==> run_1/port_trees.png <==
The bar under the picture is 100 um long.
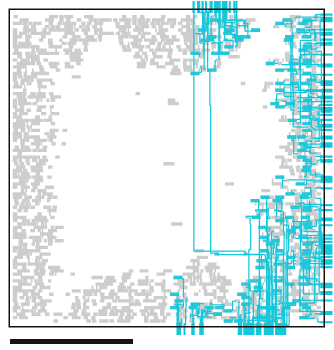
==> run_1/congestion_map.png <==
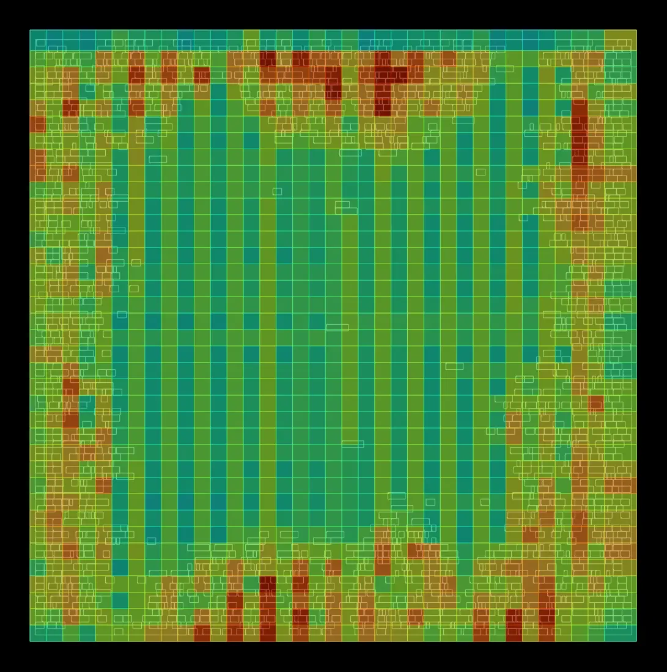
==> run_1/ff_map.png <==
The bar under the picture is 100 um long.
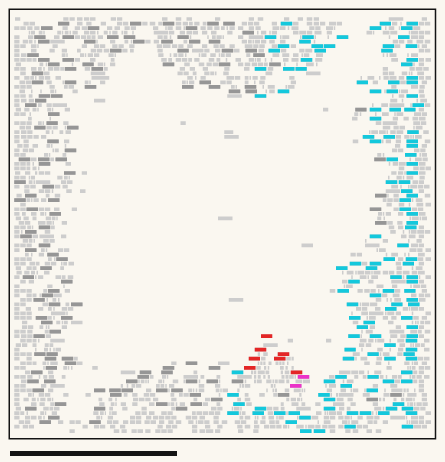
Design aes_core_arbiter, sky130hd; sources not shown.
==> results.yml, run 1 <==
# generated from flow reports
place:
  dpl-instance-area_um2: 18500
  pre_cts_slack_ns: 1.51
  hpwlAfterDp_mm: 34.4
  gp_congestion: 0.788
  placed_cells: 2508
clock_tree:
  post-cts-setup-buffer-count: 0
  cts_sinks: 269
  cts_hold_buf: 0
  cts_tree: "built"
  clkTransAtPathRegs_ns: 0.06
  clkLatencyLatePin_ns: 0.58
  cts_made_buffers: 30
  cts_root_buffer: "clkbuf_16"
  post_cts_resized: 0
  htree_levels: 1
  clock_path_buffers: 3
final_timing:
  whs_ns: 0.496
  finalCritPeriodShare_pct: 68.9
  setup_violations: 0
  hold_violations: 0
  slew_violations: 0
  finalWorstSetupSlack_ns: 1.59
  fmax_mhz: 285
  finClkSkew_ns: 0.0126
  min_period_ns: 3.51
  worstMarginPinSlew_ns: 0.921
  rsz0062_at_grt: "false"
  setup_tns_ns: 0
  worst_slew_margin_rel_pct: 38.6
global_routing:
  antenna_found_initial: 11
  grt_overflow: 0
  grt_pass1_vias: 10600
  grt_max_degree: 117
  grt_pass1_wl_mm: 64.6
  grt_util_met2_pct: 22.1
floorplanning:
  row_count: 92
  tapCellCount: 846
  core_area_um2: 62700
  chipArea_um2: 65500
  die-height_um: 257
  fp_util_pct: 17.7
  die-width_um: 255
synth:
  ys_top_cells_by_area: "dfxtp_1 48%, a22oi_2 12%, mux2i_1 12%"
  synth.avg_cell_area_um2: 10.3
  syn_nets: 1480
  synthArstFlopShare_pct: 0
  largest_area_cell: "dfxtp_1"
  synthCells: 1085
  netlist_area_um2: 11100
  ys_ff: 269
  common_cells: "269 x dfxtp_1, 263 x nor2_1, 130 x a211oi_1"
  ys_seq_share_pct: 48.4
  top_area_share_pct: 48.4
  yosys_warnings: 0
  edf_count: 0
  post-synth-top-count-cell: "dfxtp_1"
  synth_cell_types: 35
  yosys_area_um2: 11100
  ys_cells: 1085
  ff_type: "dfxtp_1"
pwr:
  pwr_density_cell_nw_per_um2: 395
  p_leak_nw: 7.07
  power_mw: 7.69
  ir_drop_uv: 239
final_layout:
  comb_share_pct: 26.5
  largest_class: "buffers"
  clk_share_pct: 5.12
  design_area_um2: 19500
  stdcell_count: 2567
  buffers: 678
  flops: 269
  lay_top_cells: "651 x clkdlybuf4s50_1, 269 x dfxtp_1, 261 x nor2_1"
  regArea_um2: 5390
  inverters: 9
  clock_buffer_count: 47
  comb_area_um2: 5150
  fin_nets: 2089
  drive_gt1_share_pct: 11.0
  lay_top_count: "clkdlybuf4s50_1"
  logic_gates: 706
  buffer_area_share_pct: 35.1
  area_delta_synth_final_pct: 74.8
  fillers: 6365
  antenna_cells: 4
drt:
  viasPerCell: 4.11
  drtAntennaViolNets: 0
  dr.pass1.iters: 4
  totalWireLength_mm: 44.7
  drc: 0
  first_iter_violations: 547
  dr_total_vias: 10600
worst_setup_path:
  path_max_fanout: 4
  cpLargestDelayFamily: "buffers and inverters"
  cp-end-kind: "primary output"
  critPathKind: "in -> out"
  worst_setup_path_start_kind: "input port"
  rr_worst_depth: 7
  worst_ep_arrival_time_ns: 2.49
  cp_num_buf_inv: 3
  reg2reg_slack_ns: 2.50
  cp_common_cell: "clkdlybuf4s50_1"
  cp.required_ns: 4.08
  path_depth: 4
  crit_path_cell_trace: "clkdlybuf4s50_1 > inv_1 > a211oi_1 > clkdlybuf4s50_1"
  critPathMaxStageDelay_ns: 0.59
  cp_slowest_cell: "clkdlybuf4s50_1"
outcome:
  status: "finished clean"
worst_hold_path:
  hold_path.class: "reg -> reg"
  whs_path_depth: 2
flow_run:
  drv_cap: 0
  warnings: 35
Notes on port_trees.png above:
| port | color | bits | direction | edge | end cells | buffers | wire |
|---|---|---|---|---|---|---|---|
| rsp_data_o | cyan | 128 | output | 72 right, 38 bottom, 18 top | 128 | 128 | 5,590 um |
number of I/O pins: 653
I/O Buffers: 652

Notes on congestion_map.png above:
wire per inst: 17.4 um
met1 usage: 14.0%
All-Layer GR Usage: 12.8%
global route hottest layer: met2
met3 Use GR: 4.57%

Notes on ff_map.png above:
| netlist name | color | placed flops |
|---|---|---|
| timer_q | red | 7 |
| rsp_data_o | cyan | 128 |
| state_q | magenta | 2 |
not colored: 132
flop share of the area: 27.7%
Util after Layout: 31.0%

==> run 1: cells by family (layout without fill, tap and decap cells) <==
kind of cell / Yosys count / count (layout) / synth area share (%)
other: 0 / 4 / 0
and+or+nand+nor: 289 / 289 / 10.2
buffers and inverters: 110 / 742 / 5.54
AOI/OAI and AO/OA: 283 / 283 / 23.7
adders and majority gates: 5 / 5 / 0.562
DFF: 269 / 269 / 48.4
muxes: 129 / 129 / 11.6
==> run 1: where the power goes <==
part           total [mW]  switching [mW]  internal (mW)
clock network        2.18           0.900           1.28
logic                2.81            1.36           1.45
registers            2.70           0.219           2.48
total                7.69            2.48           5.21
==> run 1: routing by layer <==
layer  wire length, um  vias to the layer above
li1                  -                     5153
met1             17300                     4826
met2             21200                      486
met3              4520                       79
met4              1700                        8
met5                49                        -
==> inputs of run 2 (changes only) <==
--- a/config.mk
+++ b/config.mk
@@ -5,9 +5,9 @@
 export SDC_FILE = /design/constraint.sdc
 export NUM_CORES = 1
 export LEC_CHECK = 0
-export CORE_AREA = 2 2 253 255
+export CORE_AREA = 2 2 254 256
 export DETAILED_ROUTE_END_ITERATION = 7
-export DIE_AREA = 0 0 255 257
+export DIE_AREA = 0 0 256 258
 export SLEW_MARGIN = 20
 export SYNTH_ARGS = -nofsm -noshare
 export SYNTH_HDL_FRONTEND = slang
==> constraint.sdc (replaced) <==
create_clock -name clk_i -period 3 [get_ports clk_i]
set_input_delay 0.6 -clock clk_i [delete_from_list [all_inputs] [get_ports clk_i]]
set_output_delay 0.6 -clock clk_i [all_outputs]
set_load 0.01 [all_outputs]
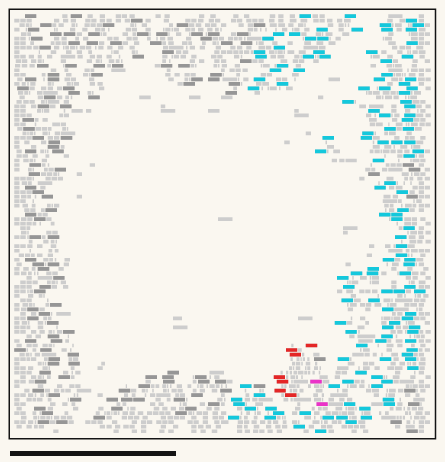
(run_2/ff_map.png)
The bar under the picture is 100 um long.
| netlist name | color | placed flops |
|---|---|---|
| timer_q | red | 7 |
| rsp_data_o | cyan | 128 |
| state_q | magenta | 2 |
not colored: 132
flop share of the area: 27.1%
FF/Latch Area: 5390 um2
Util after Layout: 31.2%

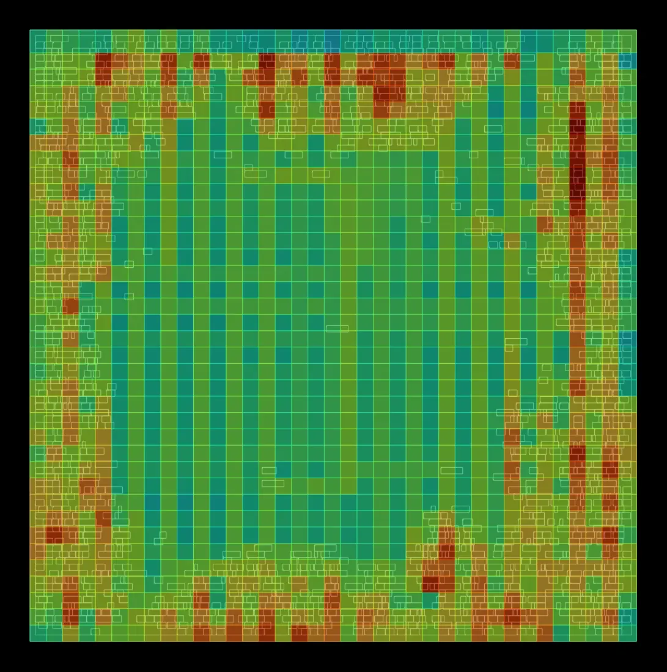
(run_2/congestion_map.png)
met3 Use GR: 5.56%
met1 usage: 14.0%

==> results.yml, run 2 <==
# generated from flow reports
clock_tree:
  htree_levels: 2
  cts_hold_buf: 0
  cts_made_buffers: 34
  post-cts-setup-buffer-count: 0
  clkLatencyLatePin_ns: 0.54
  clkTransAtPathRegs_ns: 0.06
  cts_tree: "built"
  clock_path_buffers: 3
  post_cts_resized: 0
final_timing:
  worstMarginPinSlew_ns: 0.701
  worst_slew_margin_rel_pct: 53.2
  setup_tns_ns: 0
  fmax_mhz: 357
  finalCritPeriodShare_pct: 93.5
  whs_ns: 0.493
  min_period_ns: 2.80
  finClkSkew_ns: 0.0261
  rsz0062_at_grt: "false"
  hold_violations: 0
  slew_violations: 0
  finalWorstSetupSlack_ns: 0.195
final_layout:
  area_delta_synth_final_pct: 78.2
  lay_top_cells: "651 x clkdlybuf4s50_1, 269 x dfxtp_1, 261 x nor2_1"
  stdcell_count: 2600
  lay_top_count: "clkdlybuf4s50_1"
  fin_nets: 2116
synth:
  synthCells: 1085
  ys_sh_xor_pct: 0
  ys_top_cells_by_area: "dfxtp_1 48%, a22oi_2 12%, mux2i_1 12%"
  post-synth-top-count-cell: "dfxtp_1"
  ys_seq_share_pct: 48.4
  simple_gate_area_share_pct: 10.2
  synth.avg_cell_area_um2: 10.3
  muxShareOfSynthArea_pct: 11.6
  synth_cell_types: 35
  largest_area_cell: "dfxtp_1"
  fa_ha_area_share_pct: 0.562
  synth-compound-area-share_pct: 23.7
  top_area_share_pct: 48.4
  netlist_area_um2: 11100
  ff_type: "dfxtp_1"
  yosys_warnings: 0
  synthArstFlopShare_pct: 0
  ys_ff: 269
  common_cells: "269 x dfxtp_1, 263 x nor2_1, 130 x a211oi_1"
  yosys_area_um2: 11100
  ys_cells: 1085
  syn_nets: 1480
drt:
  viasPerCell: 4.11
  met2_wirelength_mm: 21.7
  dr_total_vias: 10700
  routedWlPerCell_um: 17.2
  wl_met3_mm: 4.67
  drtAntennaViolNets: 0
  totalWireLength_mm: 44.7
  drc: 0
  first_iter_violations: 450
  routed.top_layer: "met5"
  met1_length_mm: 16.9
  dr.pass1.iters: 4
place:
  hpwlAfterDp_mm: 34.6
  placed_cells: 2540
  pre_cts_slack_ns: 0.368
  gp_congestion: 0.857
  portBuffers: 652
pwr:
  pwr_density_cell_nw_per_um2: 686
  maxPowerGroup: "combinational cells"
  p_seq_mw: 4.61
  switchingPower_mw: 4.36
  p_comb_share_pct: 35.1
  switching_share_pct: 32.0
  clock_power_mw: 4.23
  power_frac_clock_pct: 31.0
  pwr-share-seq_pct: 33.8
  intPower_mw: 9.26
  powerComb_mw: 4.78
  p_leak_nw: 7.27
  power_mw: 13.6
worst_hold_path:
  hold_path.class: "reg -> reg"
  whs_path_depth: 2
floorplanning:
  row_count: 93
  chipArea_um2: 66000
  die-height_um: 258
  pin_count: 653
  die-width_um: 256
  fp_util_pct: 17.5
global_routing:
  antenna_found_initial: 8
  grt_util_all_layers_pct: 12.9
  grt_max_degree: 92
  grt_pass1_wl_mm: 66.2
  grt_pass1_vias: 10900
  grt_overflow: 0
  grt_busiest_layer: "met2"
worst_setup_path:
  worst_ep_arrival_time_ns: 2.20
  worst_setup_path_start_kind: "flop"
  reg2reg_slack_ns: 0.68
  cp-end-kind: "primary output"
  critPathKind: "reg -> out"
  rr_worst_depth: 8
flow_run:
  warnings: 29
  drv_cap: 0
outcome:
  status: "finished clean"
[run 2: stage by stage]
stage          instance area (um2)  util (%)
6_report                     19800      31.2
2_1_floorplan                11100         -
4_1_cts                      19800      31.1
5_1_grt                      19800      31.2
3_3_place_gp                 18700      29.4
3_5_place_dp                 18700      29.4
[run 2: final cells by class]
cell class	instances	area [um2]
timing repair buffer	701	7050
sequential	269	5390
clock inverter	11	181
fill	6509	43800
inverter	9	33.8
antenna	2	5.00
clock buffer	47	950
tap	855	1070
multi-input combinational	706	5160
[run 2: worst max-delay path, cell delays in order, from the launching register on]
cell and delay, ns:
dfxtp_1 0.34, inv_1 0.10, ha_2 0.24, inv_1 0.15, a211oi_2 0.26, clkdlybuf4s50_1 0.57
Power is estimated from default activity; no workload was simulated.
